**config.mk**
```make
export PLATFORM = sky130hd
export DESIGN_NAME = burst_arbiter_flat
export DESIGN_NICKNAME = d
export VERILOG_FILES = /design/src/rtl/burst_arbiter_pkg.sv /design/src/rtl/burst_arbiter_if.sv /design/src/rtl/burst_arbiter_beat_counter.sv /design/src/rtl/burst_arbiter.sv /design/src/flat_wrapper.sv
export SDC_FILE = /design/constraint.sdc
export NUM_CORES = 1
export LEC_CHECK = 0
export CORE_ASPECT_RATIO = 0.5
export CORE_MARGIN = 1
export CORE_UTILIZATION = 40
export CTS_CLUSTER_DIAMETER = 200
export CTS_CLUSTER_SIZE = 28
export DETAILED_ROUTE_END_ITERATION = 7
export PLACE_DENSITY = 0.77
export SYNTH_ARGS = -nofsm -noshare
export SYNTH_HDL_FRONTEND = slang
export SYNTH_HIERARCHICAL = 1
export SYNTH_SLANG_ARGS = --single-unit
```
**constraint.sdc**
```tcl
create_clock -name clock -period 5.15 [get_ports clock]
set_input_delay 1.03 -clock clock [delete_from_list [all_inputs] [get_ports clock]]
set_output_delay 1.03 -clock clock [all_outputs]
set_load 0.02 [all_outputs]
```
**src/rtl/burst_arbiter_pkg.sv**
```systemverilog
// Shared types and constants for the two-requester burst arbiter.
// State encoding, default counter width and one-hot grant values.
package burst_arb_pkg;

  typedef enum logic [1:0] {
    IDLE    = 2'd0,
    WAIT_DS = 2'd1,
    XFER    = 2'd2,
    DONE    = 2'd3
  } state_t;

  localparam int DEFAULT_WIDTH = 32;

  localparam logic [1:0] GNT_NONE = 2'b00;
  localparam logic [1:0] GNT_0    = 2'b01;
  localparam logic [1:0] GNT_1    = 2'b10;

  function automatic logic [1:0] gnt_onehot(input logic sel);
    return sel ? GNT_1 : GNT_0;
  endfunction

endpackage

```
**src/rtl/burst_arbiter_if.sv**
```systemverilog
// Request/data-path handshake bundle between descriptor sources, data mover and arbiter.
interface burst_arbiter_if
  import burst_arb_pkg::*;
#(
  parameter int WIDTH = DEFAULT_WIDTH
);

  logic             req0_valid;
  logic [WIDTH-1:0] req0_size;
  logic             req0_ready;
  logic             req1_valid;
  logic [WIDTH-1:0] req1_size;
  logic             req1_ready;
  logic             data_start;
  logic             beat;
  logic [1:0]       grant;
  logic             last;
  logic             done;

  modport master (
    output req0_valid, req0_size, req1_valid, req1_size, data_start, beat,
    input  req0_ready, req1_ready, grant, last, done
  );

  modport slave (
    input  req0_valid, req0_size, req1_valid, req1_size, data_start, beat,
    output req0_ready, req1_ready, grant, last, done
  );

endinterface

```
**src/rtl/burst_arbiter_beat_counter.sv**
```systemverilog
// Load/decrement/hold beat down-counter; tc flags a count of exactly one.
module beat_counter #(
  parameter int WIDTH = 32
) (
  input  logic             clock,
  input  logic             rst,
  input  logic             load,
  input  logic [WIDTH-1:0] load_value,
  input  logic             dec,
  output logic             tc
);

  localparam logic [WIDTH-1:0] ONE = {{(WIDTH-1){1'b0}}, 1'b1};

  logic [WIDTH-1:0] count_r;

  // Load has priority; the FSM only requests a decrement while count >= 1.
  always_ff @(posedge clock) begin
    if (rst) begin
      count_r <= {WIDTH{1'b0}};
    end else if (load) begin
      count_r <= load_value;
    end else if (dec) begin
      count_r <= count_r - ONE;
    end else begin
      count_r <= count_r;
    end
  end

  assign tc = (count_r == ONE);

endmodule

```
**src/rtl/burst_arbiter.sv**
```systemverilog
// Round-robin arbiter granting one shared beat counter to one of two burst requesters.
module burst_arbiter
  import burst_arb_pkg::*;
#(
  parameter int WIDTH = DEFAULT_WIDTH
) (
  input  logic           clock,
  input  logic           rst,
  burst_arbiter_if.slave bus
);

  state_t           state_r;
  state_t           state_next_s;
  logic             pri_r;
  logic             pri_next_s;
  logic             served_r;
  logic             served_next_s;
  logic             sel_s;
  logic             load_s;
  logic             dec_s;
  logic             tc_s;
  logic [WIDTH-1:0] load_value_s;

  beat_counter #(.WIDTH(WIDTH)) u_counter (
    .clock      (clock),
    .rst        (rst),
    .load       (load_s),
    .load_value (load_value_s),
    .dec        (dec_s),
    .tc         (tc_s)
  );

  // State, round-robin pointer and current owner registers.
  always_ff @(posedge clock) begin
    if (rst) begin
      state_r  <= IDLE;
      pri_r    <= 1'b0;
      served_r <= 1'b0;
    end else begin
      state_r  <= state_next_s;
      pri_r    <= pri_next_s;
      served_r <= served_next_s;
    end
  end

  // Next-state, counter control and combinational handshake outputs.
  always_comb begin
    state_next_s   = state_r;
    pri_next_s     = pri_r;
    served_next_s  = served_r;
    sel_s          = 1'b0;
    load_s         = 1'b0;
    dec_s          = 1'b0;
    load_value_s   = {WIDTH{1'b0}};
    bus.req0_ready = 1'b0;
    bus.req1_ready = 1'b0;
    bus.last       = 1'b0;
    case (state_r)
      IDLE: begin
        if (bus.req0_valid && bus.req1_valid) begin
          sel_s = pri_r;
        end else if (bus.req1_valid) begin
          sel_s = 1'b1;
        end else begin
          sel_s = 1'b0;
        end
        // Readies stay low while reset is asserted so nothing is consumed.
        if ((bus.req0_valid || bus.req1_valid) && !rst) begin
          load_s         = 1'b1;
          load_value_s   = sel_s ? bus.req1_size : bus.req0_size;
          served_next_s  = sel_s;
          bus.req0_ready = !sel_s;
          bus.req1_ready = sel_s;
          if (load_value_s == {WIDTH{1'b0}}) begin
            state_next_s = DONE;
          end else begin
            state_next_s = WAIT_DS;
          end
        end else begin
          state_next_s = IDLE;
        end
      end
      WAIT_DS: begin
        if (bus.data_start) begin
          state_next_s = XFER;
        end else begin
          state_next_s = WAIT_DS;
        end
      end
      XFER: begin
        dec_s    = bus.beat;
        bus.last = bus.beat && tc_s && !rst;
        if (bus.beat && tc_s) begin
          state_next_s = DONE;
        end else begin
          state_next_s = XFER;
        end
      end
      DONE: begin
        pri_next_s   = !served_r;
        state_next_s = IDLE;
      end
      default: begin
        state_next_s = IDLE;
      end
    endcase
  end

  // Grant and done are pure decodes of the registered state.
  always_comb begin
    case (state_r)
      WAIT_DS, XFER: bus.grant = gnt_onehot(served_r);
      default:       bus.grant = GNT_NONE;
    endcase
    bus.done = (state_r == DONE);
  end

endmodule
```
**src/flat_wrapper.sv**
```systemverilog
// flat-port wrapper written by rule: the top's interface ports become plain ports
module burst_arbiter_flat import burst_arb_pkg::*;
#(
  parameter int WIDTH = DEFAULT_WIDTH
)
  (clock, rst, bus_req0_valid, bus_req0_size, bus_req1_valid, bus_req1_size, bus_data_start, bus_beat, bus_req0_ready, bus_req1_ready, bus_grant, bus_last, bus_done);
  burst_arbiter_if #(.WIDTH(WIDTH)) bus_i ();
  input  logic clock;
  input  logic rst;
  input wire logic [$bits(bus_i.req0_valid)-1:0] bus_req0_valid;
  input wire logic [$bits(bus_i.req0_size)-1:0] bus_req0_size;
  input wire logic [$bits(bus_i.req1_valid)-1:0] bus_req1_valid;
  input wire logic [$bits(bus_i.req1_size)-1:0] bus_req1_size;
  input wire logic [$bits(bus_i.data_start)-1:0] bus_data_start;
  input wire logic [$bits(bus_i.beat)-1:0] bus_beat;
  output wire logic [$bits(bus_i.req0_ready)-1:0] bus_req0_ready;
  output wire logic [$bits(bus_i.req1_ready)-1:0] bus_req1_ready;
  output wire logic [$bits(bus_i.grant)-1:0] bus_grant;
  output wire logic [$bits(bus_i.last)-1:0] bus_last;
  output wire logic [$bits(bus_i.done)-1:0] bus_done;
  assign bus_i.req0_valid = bus_req0_valid;
  assign bus_i.req0_size = bus_req0_size;
  assign bus_i.req1_valid = bus_req1_valid;
  assign bus_i.req1_size = bus_req1_size;
  assign bus_i.data_start = bus_data_start;
  assign bus_i.beat = bus_beat;
  assign bus_req0_ready = bus_i.req0_ready;
  assign bus_req1_ready = bus_i.req1_ready;
  assign bus_grant = bus_i.grant;
  assign bus_last = bus_i.last;
  assign bus_done = bus_i.done;
  burst_arbiter #(.WIDTH(WIDTH)) u_core (.clock(clock), .rst(rst), .bus(bus_i));
endmodule
```
Fig. 1: cell placement
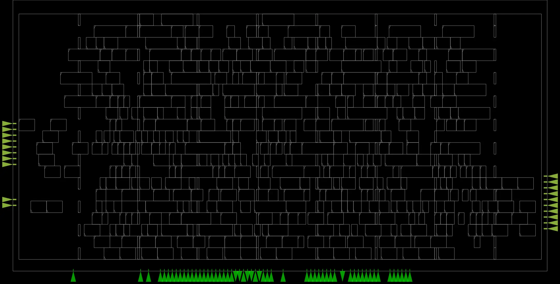
final std cells w/o fill: 568
fill cell count: 669
placeable core area: 0.00694 mm^2

Fig. 2: cells by drive strength
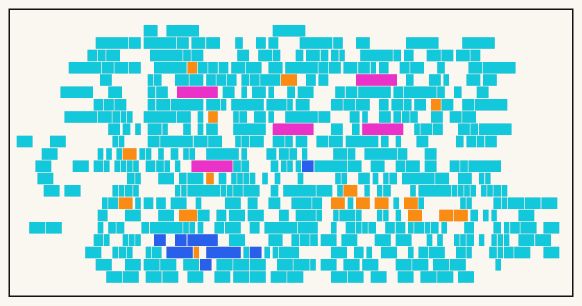
[x1 and smaller] cyan | cells: 446 | share: 94%
[x3 and x4] blue | cells: 8 | share: 1.7%
[x6 and larger] magenta | cells: 5 | share: 1.1%
[x2] orange | cells: 17 | share: 3.6%

kinds of logic (layout without fill, tap and decap cells):
family | after synthesis | after routing | share of synthesized area (%)
AND/OR/NAND/NOR | 220 | 220 | 38.6
AND-OR/OR-AND | 102 | 102 | 24.3
buffers and inverters | 48 | 104 | 8.05
flip-flops | 36 | 36 | 24.2
XOR/XNOR | 7 | 7 | 2.05
adder cells (fa/ha/maj) | 6 | 6 | 2.52
multiplexers | 1 | 1 | 0.377
state kept, by name, indices dropped and copies added (netlist names):
| register | count |
|---|---|
| u_core/pri_r | 1 |
| u_core/served_r | 1 |
| u_core/state_r | 2 |
| u_core/u_counter/count_r | 32 |
how the worst max path moves through the flow:
stage | start | endpoint | slack (ns) | cells after the start
2_1_floorplan | u_core/u_counter/count_r[7] | bus_last | 1.75 | 7
3_3_place_gp | u_core/u_counter/count_r[2] | bus_last | 1.09 | 5
3_5_place_dp | u_core/u_counter/count_r[7] | bus_last | 1.05 | 5
4_1_cts | u_core/u_counter/count_r[2] | bus_last | 0.75 | 5
5_1_grt | u_core/u_counter/count_r[2] | bus_last | 0.61 | 5
6_report | u_core/u_counter/count_r[2] | bus_last | 0.74 | 5
worst max-delay path: cells and delay by family, from the launching register on:
family / cells / cell delay, ns
buffers and inverters: 1 / 0.60
DFF: 1 / 0.36
and+or+nand+nor: 4 / 2.14
cell type report:
type / count / area share, %
Clock buffer: 6 / 3.35
Tap cell: 92 / 2.99
Inverter: 17 / 1.66
Clock inverter: 1 / 0.130
Timing Repair Buffer: 80 / 20.5
Sequential cell: 36 / 18.7
Multi-Input combinational cell: 336 / 52.6
power by group through the flow:
stage / clock network (uW) / logic, uW / registers, uW
detailed placement: 0 / 266 / 327
floorplan: 0 / 171 / 320
CTS: 296 / 268 / 321
global placement: 0 / 264 / 326
global route: 309 / 297 / 326
finish: 287 / 271 / 322
per-layer routing:
metal | GRT usage, % | routed length (um)
met1 | 33.8 | 4190
met2 | 39.2 | 4100
met3 | 3.71 | 550
met4 | 6.70 | 167
met5 | 0 | 0
stage by stage:
step,worst slack (ns),cells,hold WS [ns]
global route,0.606,568,0.532
CTS,0.747,568,0.509
finish,0.742,568,0.511
detailed placement,1.05,561,0.500
global placement,1.09,561,0.490
floorplan,1.75,420,0.468
cell usage after synthesis (7+ instances only):
cell type / instances
sky130_fd_sc_hd__buf_6: 7
sky130_fd_sc_hd__nor3_1: 10
sky130_fd_sc_hd__dfxtp_1: 36
sky130_fd_sc_hd__o21ai_0: 7
sky130_fd_sc_hd__a311oi_1: 10
sky130_fd_sc_hd__nor2_1: 31
sky130_fd_sc_hd__o31ai_1: 7
sky130_fd_sc_hd__a21oi_1: 38
sky130_fd_sc_hd__clkbuf_1: 17
sky130_fd_sc_hd__a211oi_1: 9
sky130_fd_sc_hd__a21oi_2: 10
sky130_fd_sc_hd__nor4_1: 28
sky130_fd_sc_hd__inv_1: 15
sky130_fd_sc_hd__or4_1: 18
sky130_fd_sc_hd__and4_1: 7
sky130_fd_sc_hd__nand2_1: 78
sky130_fd_sc_hd__or3_1: 13
sky130_fd_sc_hd__nand4_1: 7
==> run summary <==
The implementation run finished. In this run the critical register-to-register path is captured at u_core/u_counter/count_r[29]. Total cell area at the placement stage landed at 0.00371 mm^2. Top-level port count landed at 76.

Worst slew margin relative to its limit landed at 35.8%. After clock tree synthesis, the setup repair step added 0 buffers. Total track usage landed at between 20% and 30%. Synthesis produced a netlist whose cell count is 420. Among all stages on the critical path, the maximum delay recorded is 0.75 ns. Slack of the worst reg-to-reg path landed at 2.14 ns.

In this run the layout overhead on the synthesized area is reported as 28.8%. Power comes to 880 uW. Part of the total power dissipated in sequential elements landed at 36.6%. The flow reported a cell area power density of 229 mW/mm^2. Vertical die dimension landed at around 63 um.

By instance count after routing, the leading logic cell types are sky130_fd_sc_hd__nand2_1, sky130_fd_sc_hd__clkdlybuf4s50_1, sky130_fd_sc_hd__a21oi_1. The final report gives the core utilization as 55.4%. Ranked by total cell area, the synthesized netlist is headed by sky130_fd_sc_hd__dfxtp_1, sky130_fd_sc_hd__nand2_1, sky130_fd_sc_hd__a21oi_1. Combinational cells account for 30.8% of the total power. The end-of-flow timing check tallies setup violations at 0. The flow ran to the end, and the final reports show no timing, DRC or antenna violations. For the worst-skew pair, the clock arrives at the later sink with an insertion delay of 0.28 ns. Setup repair after global routing left no endpoint under its margin. Number of buffers added to fix hold violations after cts landed at 0.

Dividing the synthesized area by the synthesized cell count gives 7.11 um^2. The final weighted congestion recorded by global placement is 0.869. Power spent charging and discharging nets landed at 287 uW. Data required time at the worst endpoint landed at 4.12 ns. Number of port buffers landed at between 70 and 80. The synthesized design contains 0 enable-type register cells. The floorplan has 21 rows. The worst path uses 85.6% of the clock period. The pin closest to its max-slew limit shows a slew of 0.957 ns. The path class of the tightest hold or removal check is reg2reg. The number of cells reported by Yosys stat comes to 420. The tree built by TritonCTS fans out to 36 sinks. STA classifies the critical path endpoint as an output port. Summed standard-cell area reported by yosys landed at 0.00298 mm^2. Minimum clock period after layout landed at 4.41 ns. STA shows the worst min-delay path finishing at u_core/u_counter/count_r[11]. The number of antenna diodes in the final layout is 0. The finished cells cover 0.00384 mm^2. Looking at the clock tree report, the root buffer type is sky130_fd_sc_hd__clkbuf_16. Summing every instance area after synthesis gives 0.00298 mm^2. Among all stages on the critical path, the largest delay is contributed by sky130_fd_sc_hd__or4_1.

Number of H-tree branching levels landed at 2. The die is 124 um wide. Switching fraction of total power landed at 32.6%. Wire length of the first global-routing pass landed at 15.1 mm. Detailed-routing iteration count for the pre-antenna-repair pass landed at 4. Net count of the mapped netlist landed at 496. The leakage power in the latest report is 0.00135 uW. For the worst flop-to-flop path, the logic depth is 9. In this run the tools logged warnings totalling 30. Part of the total power dissipated in the clock network landed at 32.7%.

The cell type that accounts for the most area after synthesis is sky130_fd_sc_hd__dfxtp_1. Deepest clock path buffer count landed at 2. After detailed routing, the total wire length is 9.01 mm. In this run the critical path is formed by or4_1, or4_1, nor4_1, and3_1, clkdlybuf4s50_1.

In the final layout, the multi-input gates occupy about 0.0020 mm^2. Iteration-0 DRC count of the detailed router landed at 285. Per Yosys stat, the portion of area used by sequential elements is 24.2%. For this run, the leading register cell type out of synthesis is sky130_fd_sc_hd__dfxtp_1. The report gives the cell count of the worst hold path as 2. The chip occupies 0.00783 mm^2. The most common logic cell in the final layout is sky130_fd_sc_hd__nand2_1. The final hold violation count recorded for this run is 0. For this run the aggregate overflow at the end of global routing stands at 0.

Data on the critical path arrives at its endpoint at roughly 3.4 ns. Detailed placer's ending HPWL landed at 6.79 mm. For the worst reg-to-reg path, the startpoint reported by OpenROAD is u_core/state_r[0]. In this run, post-CTS repair resized a total of 0 instances. Total number of vias landed at ~3400. During synthesis, Yosys emitted a total of 6 warnings. Post-route antenna net violation count landed at 0. TritonCTS built the clock tree. In this design, the critical path's most frequently occurring cell is sky130_fd_sc_hd__or4_1. The final layout reports a setup TNS of 0 ns. STA lists the maximum fanout along the critical path as 19.

Initial standard-cell utilization of the core landed at 43.0%. For this run, design rule violations remaining after detail routing come to 0. Net count reported at finish landed at between 500 and 600. Cell-internal power landed at 593 uW. The final max-slew violation count recorded for this run is 0. Largest vdd supply drop landed at 0.000131 V.

The area fraction of the largest cell type after synthesis is 24.2%. Using the TritonRoute via totals, the vias-per-cell ratio works out to 6.00. Based on the critical path, the design can be clocked at up to 0.227 GHz. Wire length per cell landed at 15.9 um. Total area of sequential cells landed at 721 um^2. The via count of the first global-routing pass is between 3000 and 4000. Distinct cell type count after synthesis landed at 53. Clock slew at the register clock pins of the worst setup and hold paths landed at 0.05 ns.

Looking at the setup timing report, the critical path kind is reg2out. On the final layout, the worst clock skew is 0.00471 ns. Initial antenna violation count landed at 0. Yosys reported a register bit count of 36. The number of maximum-capacitance violations recorded for the run is 0. Yosys reported that registers with async set or reset make up 0%. STA classifies the critical path startpoint as a flop.

Number of buffers added by the clock tree synthesis step landed at 5. Entering global routing, the biggest net connects around 47 pins. For the worst min-delay path, the startpoint reported by OpenROAD is u_core/u_counter/count_r[11]. The post-route netlist has under 10% of its cells at a drive strength greater than 1.
No activity file was given, so power comes from the tool's default toggle rates.
